--- config.mk ---
export PLATFORM = sky130hd
export DESIGN_NAME = lsu
export DESIGN_NICKNAME = d
export VERILOG_FILES = /design/src/rtl/lsu.sv
export SDC_FILE = /design/constraint.sdc
export NUM_CORES = 1
export LEC_CHECK = 0
export CAP_MARGIN = 20
export CORE_UTILIZATION = 47
export DETAILED_ROUTE_END_ITERATION = 8
export PLACE_DENSITY_LB_ADDON = 0.3
export SYNTH_ARGS = -nofsm -noshare
export SYNTH_HDL_FRONTEND = slang
export SYNTH_SLANG_ARGS = --single-unit
--- constraint.sdc ---
create_clock -name clk -period 3 [get_ports clk]
set_input_delay 0.45 -clock clk [delete_from_list [all_inputs] [get_ports clk]]
set_output_delay 0.45 -clock clk [all_outputs]
set_load 0.02 [all_outputs]
--- src/rtl/lsu.sv ---
// rtl/lsu.sv - RV32I load/store unit: one word access per request with byte lanes, sign/zero-extended loads.
// Optional feature macro: LSU_TIMEOUT_EN (bounds the WAIT state to TIMEOUT_CYCLES cycles).
module lsu #(
    parameter int TIMEOUT_CYCLES = 16
) (
    input  logic        clk,
    input  logic        rst,
    input  logic        req_valid,
    output logic        req_ready,
    input  logic        req_we,
    input  logic [2:0]  req_funct3,
    input  logic [31:0] req_addr,
    input  logic [31:0] req_wdata,
    output logic        resp_valid,
    output logic [31:0] resp_rdata,
    output logic        resp_err,
    output logic [31:0] mem_addr,
    output logic [3:0]  mem_wmask,
    output logic        mem_rstrb,
    output logic        mem_wstrb,
    output logic [31:0] mem_wdata,
    input  logic [31:0] mem_rdata,
    input  logic        mem_rbusy,
    input  logic        mem_wbusy
);

    if (TIMEOUT_CYCLES < 1 || TIMEOUT_CYCLES > 255) begin : g_bad_timeout
        $error("lsu: TIMEOUT_CYCLES must be in 1..255");
    end

    typedef enum logic [1:0] {IDLE, STRB, WAIT, RESP} state_e;

    state_e      state_q, state_d;
    logic        we_q, we_d;
    logic [2:0]  f3_q, f3_d;
    logic [1:0]  off_q, off_d;
    logic        err_q, err_d;
    logic [31:0] rdata_q, rdata_d;
    logic [31:0] addr_q, addr_d;
    logic [3:0]  wmask_q, wmask_d;
    logic [31:0] wdata_q, wdata_d;

`ifdef LSU_TIMEOUT_EN
    localparam logic [7:0] TIMEOUT_LAST = 8'(TIMEOUT_CYCLES - 1);
    logic [7:0]  cnt_q, cnt_d;
`endif

    logic        f3_legal;
    logic        misaligned;
    logic [3:0]  lane_mask;
    logic [31:0] lane_wdata;
    logic [7:0]  ld_byte;
    logic [15:0] ld_half;
    logic [31:0] ld_ext;
    logic        mem_done;

    // Request decode works straight off the request inputs, only used on the acceptance edge.
    always_comb begin
        f3_legal   = 1'b0;
        misaligned = 1'b0;
        lane_mask  = 4'b1111;
        lane_wdata = req_wdata;
        case (req_funct3)
            3'b000, 3'b001, 3'b010: f3_legal = 1'b1;
            3'b100, 3'b101:         f3_legal = !req_we;
            default:                f3_legal = 1'b0;
        endcase
        case (req_funct3[1:0])
            2'b00: begin
                lane_mask  = 4'b0001 << req_addr[1:0];
                lane_wdata = {4{req_wdata[7:0]}};
            end
            2'b01: begin
                misaligned = req_addr[0];
                lane_mask  = 4'b0011 << {req_addr[1], 1'b0};
                lane_wdata = {2{req_wdata[15:0]}};
            end
            default: misaligned = |req_addr[1:0];
        endcase
    end

    always_comb begin
        ld_byte = mem_rdata[{off_q, 3'b000} +: 8];
        ld_half = mem_rdata[{off_q[1], 4'b0000} +: 16];
        case (f3_q)
            3'b000:  ld_ext = {{24{ld_byte[7]}}, ld_byte};
            3'b001:  ld_ext = {{16{ld_half[15]}}, ld_half};
            3'b100:  ld_ext = {24'h0, ld_byte};
            3'b101:  ld_ext = {16'h0, ld_half};
            default: ld_ext = mem_rdata;
        endcase
    end

    assign mem_done = we_q ? !mem_wbusy : !mem_rbusy;

    always_comb begin
        state_d = state_q;
        we_d    = we_q;
        f3_d    = f3_q;
        off_d   = off_q;
        err_d   = err_q;
        rdata_d = rdata_q;
        addr_d  = addr_q;
        wmask_d = wmask_q;
        wdata_d = wdata_q;
`ifdef LSU_TIMEOUT_EN
        cnt_d   = cnt_q;
`endif
        case (state_q)
            IDLE: begin
                if (req_valid) begin
                    we_d    = req_we;
                    f3_d    = req_funct3;
                    off_d   = req_addr[1:0];
                    rdata_d = 32'h0;
                    if (!f3_legal || misaligned) begin
                        err_d   = 1'b1;
                        state_d = RESP;
                    end else begin
                        err_d   = 1'b0;
                        addr_d  = {req_addr[31:2], 2'b00};
                        wmask_d = req_we ? lane_mask : 4'b0000;
                        wdata_d = req_we ? lane_wdata : 32'h0;
                        state_d = STRB;
                    end
                end
            end
            // Busy is deliberately not looked at here: it may still be low from the previous access.
            STRB: begin
                state_d = WAIT;
`ifdef LSU_TIMEOUT_EN
                cnt_d   = 8'h0;
`endif
            end
            WAIT: begin
                if (mem_done) begin
                    if (!we_q) begin
                        rdata_d = ld_ext;
                    end
                    state_d = RESP;
                end
`ifdef LSU_TIMEOUT_EN
                else if (cnt_q == TIMEOUT_LAST) begin
                    err_d   = 1'b1;
                    rdata_d = 32'h0;
                    state_d = RESP;
                end else begin
                    cnt_d = cnt_q + 8'h1;
                end
`endif
            end
            RESP:    state_d = IDLE;
            default: state_d = IDLE;
        endcase
    end

    always_ff @(posedge clk or negedge rst) begin
        if (!rst) begin
            state_q <= IDLE;
            we_q    <= 1'b0;
            f3_q    <= 3'b000;
            off_q   <= 2'b00;
            err_q   <= 1'b0;
            rdata_q <= 32'h0;
            addr_q  <= 32'h0;
            wmask_q <= 4'h0;
            wdata_q <= 32'h0;
`ifdef LSU_TIMEOUT_EN
            cnt_q   <= 8'h0;
`endif
        end else begin
            state_q <= state_d;
            we_q    <= we_d;
            f3_q    <= f3_d;
            off_q   <= off_d;
            err_q   <= err_d;
            rdata_q <= rdata_d;
            addr_q  <= addr_d;
            wmask_q <= wmask_d;
            wdata_q <= wdata_d;
`ifdef LSU_TIMEOUT_EN
            cnt_q   <= cnt_d;
`endif
        end
    end

    assign req_ready  = (state_q == IDLE);
    assign resp_valid = (state_q == RESP);
    assign resp_err   = resp_valid & err_q;
    assign resp_rdata = resp_valid ? rdata_q : 32'h0;
    assign mem_rstrb  = (state_q == STRB) & !we_q;
    assign mem_wstrb  = (state_q == STRB) & we_q;
    assign mem_addr   = addr_q;
    assign mem_wmask  = wmask_q;
    assign mem_wdata  = wdata_q;

endmodule

==> run notes <==
Flow results.

- The flow ran to the end, and the final reports show no timing, DRC or antenna violations.
- The total of cells resized after clock tree synthesis is 0.
- Per the GRT congestion report, total overflow comes to 0.
- The initial cell density of the core is 0.4860.
- The number of H-tree levels is 3.
- The number of setup buffers added after CTS is 0.
- The overall die height is 108.3 µm.
- The pre-CTS setup slack is 0.5835 ns.
- The largest total area in the synthesized netlist belongs to dfrtp_1.
- The floorplan die width is 108.3 µm.
- The slowest stage of the critical path belongs to the cell clkdlybuf4s50_1.
- The initial antenna violation count was 0.
- Synthesis inferred 107 register bits.
- The first TritonRoute pass finished after 5 iterations.
- The final wirelength is 14500 µm.
- The count of buffers from port buffering is 207.
- The remaining antenna violation count after routing is 0.
- The post-synthesis area per instance is 10.52 µm².
- The synthesis-to-finish area growth is 46.73%.
- The share of Yosys cell area claimed by the top area cell type is 0.5038.
- Setup repair after global routing left no endpoint under its margin.
- The summed instance area of the synthesized netlist is 5315 µm².
- The final critical-path setup slack is 0.3768 ns.
- The wire-length estimate of the detail-placed layout is 10700 µm.
- In the synthesized netlist, the cells that appear most often are dfrtp_1 (107), nand2_1 (73), mux2_2 (54).
- The count of yosys warnings during synthesis is 0.
- Per the final layout report, the fraction of cells sized above drive strength 1 comes to 0.1427.
- Ranked by total cell area, the synthesized netlist is headed by dfrtp_1 (50%), mux2_2 (11%), nand2_1 (5.2%), o21ai_0 (4.9%), and2_1 (4.8%).
- The number of buffers inserted during clock tree synthesis is 9.
- The class of the most critical hold timing path is input pin to async pin.
- STA classifies the critical path startpoint as a flip-flop.
- The TritonCTS clock tree is built.
- In this run the full chip footprint comes out at 11740 µm².
- The worst slew margin relative to its limit is 0.3813.
- The clock-pin slew on the worst setup and hold paths is 0.07 ns.
- CTS placed an instance of clkbuf_16 at the clock tree root.
- The floorplan has 38 rows.
- The critical path endpoint has a required time of 2.55 ns.
- The number of remaining DRC errors is 0.
- For this run, the post-layout net count is 805.
- The setup-violating endpoint count in the final report is 0.
- 0 antenna diodes ended up in the layout.
- The number of cells in Yosys stat is 505.
- The number of global-route vias before repair is 4669.
- The Yosys chip area is 5315 µm².
- In this run the critical register-to-register path is launched from state_q[0].
- The ratio of routed vias to standard cells is 5.421.
- Pin placement for this block handled 210 I/O pins.
- For this block, the via count after detailed routing is 4559.
- The clock tree skew after final layout is 0.006239 ns.
- The fraction of the yosys area taken by sequential cells is 0.5038.
- Walking the worst path, the cells encountered are ha_1 > buf_4 > and2_1 > clkdlybuf4s50_1.
- The endpoint class of the critical path is an output pin.
- Per the final timing report, the hold violations number 0.
- The iteration-0 DRC count of the detailed router is 262.
- The number of max-capacitance violations reported is 0.
- For this run, the slowest stage of the critical path takes 0.60 ns.
- The actual transition at the worst max-transition pin is 0.9184 ns.
- Counting every sink on the clock net gives 107.
- Buffers inserted to repair hold after CTS numbered 0.
- The final weighted congestion recorded by global placement is 0.8153.
- The commonest register cell is dfrtp_1.
- The total power per unit cell area is 935.7 nW/µm².
- The synthesized design contains 0 enable-type register cells.
- For this run, asynchronously set or reset flops after synthesis account for 1.000.
- For the worst-skew pair, the clock arrives at the later sink with an insertion delay of 0.34 ns.
- Counting pins that exceed their max-slew limit in the final report gives 0.
- The logs give a warning total of 31.
- STA puts the critical path data arrival time at 2.17 ns.
- The first global-routing pass estimated 23180 µm of wire.
- The cell count after synthesis came out at 505.
- The total negative slack for setup checks is 0 ns.
- The highest clock rate is 0.3812 GHz.
- The post-synthesis cell type count is 39.
- The type of the setup path with the least slack is flip-flop to output pin.
- The clock period minus worst slack is 2.623 ns.
- In this run the worst setup path begins at state_q[0].
- Entering global routing, the biggest net connects 103 pins.
- Counting along the longest clock path gives a buffer depth of 2.
- The global-route usage over all layers is 0.2590.
- Per the detail_route report, routed wire per instance is 17.25 µm.
- The cell with the most instances after synthesis is dfrtp_1.
- The maximum vdd ir drop is 519.1 µV.
- The leakage power is 3.270 nW.
- Post-route period utilization is reported as 0.8744.
- The maximum fanout along the worst path is 26.
-- kinds of logic (layout without fill, tap and decap cells) --
group	after synthesis	count (layout)	synth area share
buffers and inverters	43	238	0.03625
AND/OR/NAND/NOR	169	169	0.1627
other	1	2	0.0007055
flip-flops	107	107	0.5038
adder cells (fa/ha/maj)	4	4	0.009417
multiplexers	64	64	0.1332
AND-OR/OR-AND	117	117	0.1540
-- registers in the layout (all words and copies together), names as in the netlist --
name	flops
mem_addr	30
err_q	1
we_q	1
f3_q	3
off_q	2
mem_wmask	4
state_q	2
rdata_q	32
mem_wdata	32
-- layout make-up --
cell class	count	area, µm²	area share
clock buffers	12	256.5	0.03289
clock inverters	4	48.80	0.006257
inverters	5	18.77	0.002407
multi-input cells	356	2465	0.3161
flip-flops and latches	107	2678	0.3433
well taps	140	175.2	0.02246
repair buffers	217	2157	0.2766
-- worst paths after layout --
path | end | slack [ns] | cells after the start
min in group clk | mem_wdata[8] | 0.47 | 2
hold / removal | rdata_q[28] | 0.18 | 1
setup reg to reg | rdata_q[24] | 0.56 | 6
setup / recovery | resp_rdata[29] | 0.38 | 4
hold reg to reg | mem_wdata[8] | 0.47 | 2
max in group asynchronous | rdata_q[7] | 1.98 | 2
-- per-layer routing --
metal,routed length (µm),part of all wire,GRT usage,up-vias
met5,0,0,0,-
met1,5778,0.40,0.3039,2186
met4,322,0.022,0.08784,0
li1,-,-,-,2164
met3,1097,0.076,0.08861,26
met2,7305,0.50,0.4427,183
-- worst max-delay path, delay by kind of cell, from the launching register on --
family,cells,cell delay [ns]
adder cells (fa/ha/maj),1,0.34
buffers and inverters,2,0.90
AND/OR/NAND/NOR,1,0.18
flip-flops,1,0.40
-- metrics by stage --
stage	power, mW	cells	instance area, µm²	hold slack, ns	utilization
final	7.297	841	7799	0.1790	0.7132
after global routing	7.750	841	7799	0.2281	0.7132
after CTS	7.340	841	7799	0.2150	0.7132
after detailed placement	6.099	825	7493	0.4662	0.6852
after global placement	5.976	825	7493	0.4599	0.6852
after floorplan	4.499	506	5319	0.1544	-
-- cell usage in the layout, fill, tap and decap left out, types with 2 or more instances in the layout --
cell	netlist	routed
a21boi_0	2	2
a21oi_1	3	3
a221o_1	6	6
a221o_2	10	10
a22oi_1	7	7
and2_1	41	41
buf_4	2	10
clkbuf_16	0	9
clkbuf_8	0	2
clkdlybuf4s50_1	0	206
clkinv_2	0	2
conb_1	1	2
dfrtp_1	107	107
ha_1	4	4
inv_1	4	4
mux2_2	54	54
mux2i_1	10	10
nand2_1	73	73
nand2b_1	4	4
nor2_1	14	14
nor2b_1	18	18
nor3_1	3	2
nor3b_1	9	9
o2111ai_1	7	7
o21ai_0	52	52
o22ai_1	3	3
o31ai_1	21	21
or3b_2	3	3
-- report_power, final --
| part | switching (mW) | internal, mW | total, mW |
|---|---|---|---|
| clock network | 0.515 | 0.692 | 1.21 |
| registers | 0.436 | 2.09 | 2.53 |
| logic | 1.81 | 1.75 | 3.56 |
| total | 2.77 | 4.53 | 7.30 |
==> images/cell_classes.png <==
(2 px per µm)
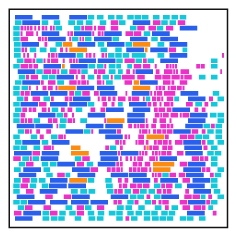
- all other logic: magenta (cells 361; share of their area 33%)
- flip-flops: blue (cells 107; share of their area 35%)
- clock drivers and dummy loads: orange (cells 16; share of their area 4.0%)
- other buffers and delay cells: cyan (cells 217; share of their area 28%)

==> images/registers.png <==
(2 px per µm) Other sequential cells in the stronger grey, the rest of the logic in the fainter grey.
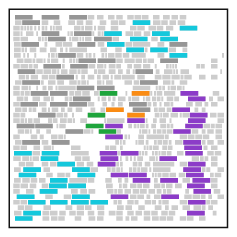
- mem_wmask: green (placed flops 4; where centre)
- mem_addr: cyan (placed flops 30; where widely spread)
- rdata_q: purple (placed flops 32)
- f3_q: orange (placed flops 3)
- not coloured: 38

==> images/clock_map.png <==
(2 px per µm)
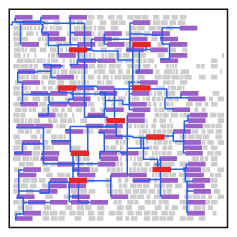
- flip-flops: purple (count 107)
- cells driving clock nets: red (count 9)
- clock wires: blue (length 1260 µm)
- routed clock nets: 10

==> images/final_placement.png <==
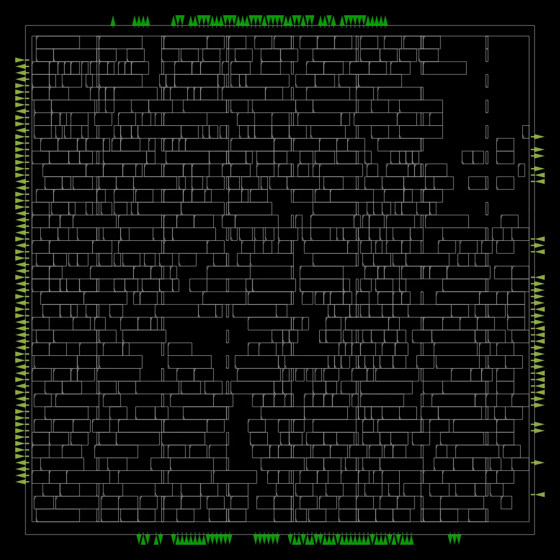
Util after Layout: 0.7132
Seq/total area: 0.3433
layout filler cell count: 813
Core Area: 10940 µm²
layout sequential cell count: 107

No activity file was given, so power comes from the tool's default toggle rates.
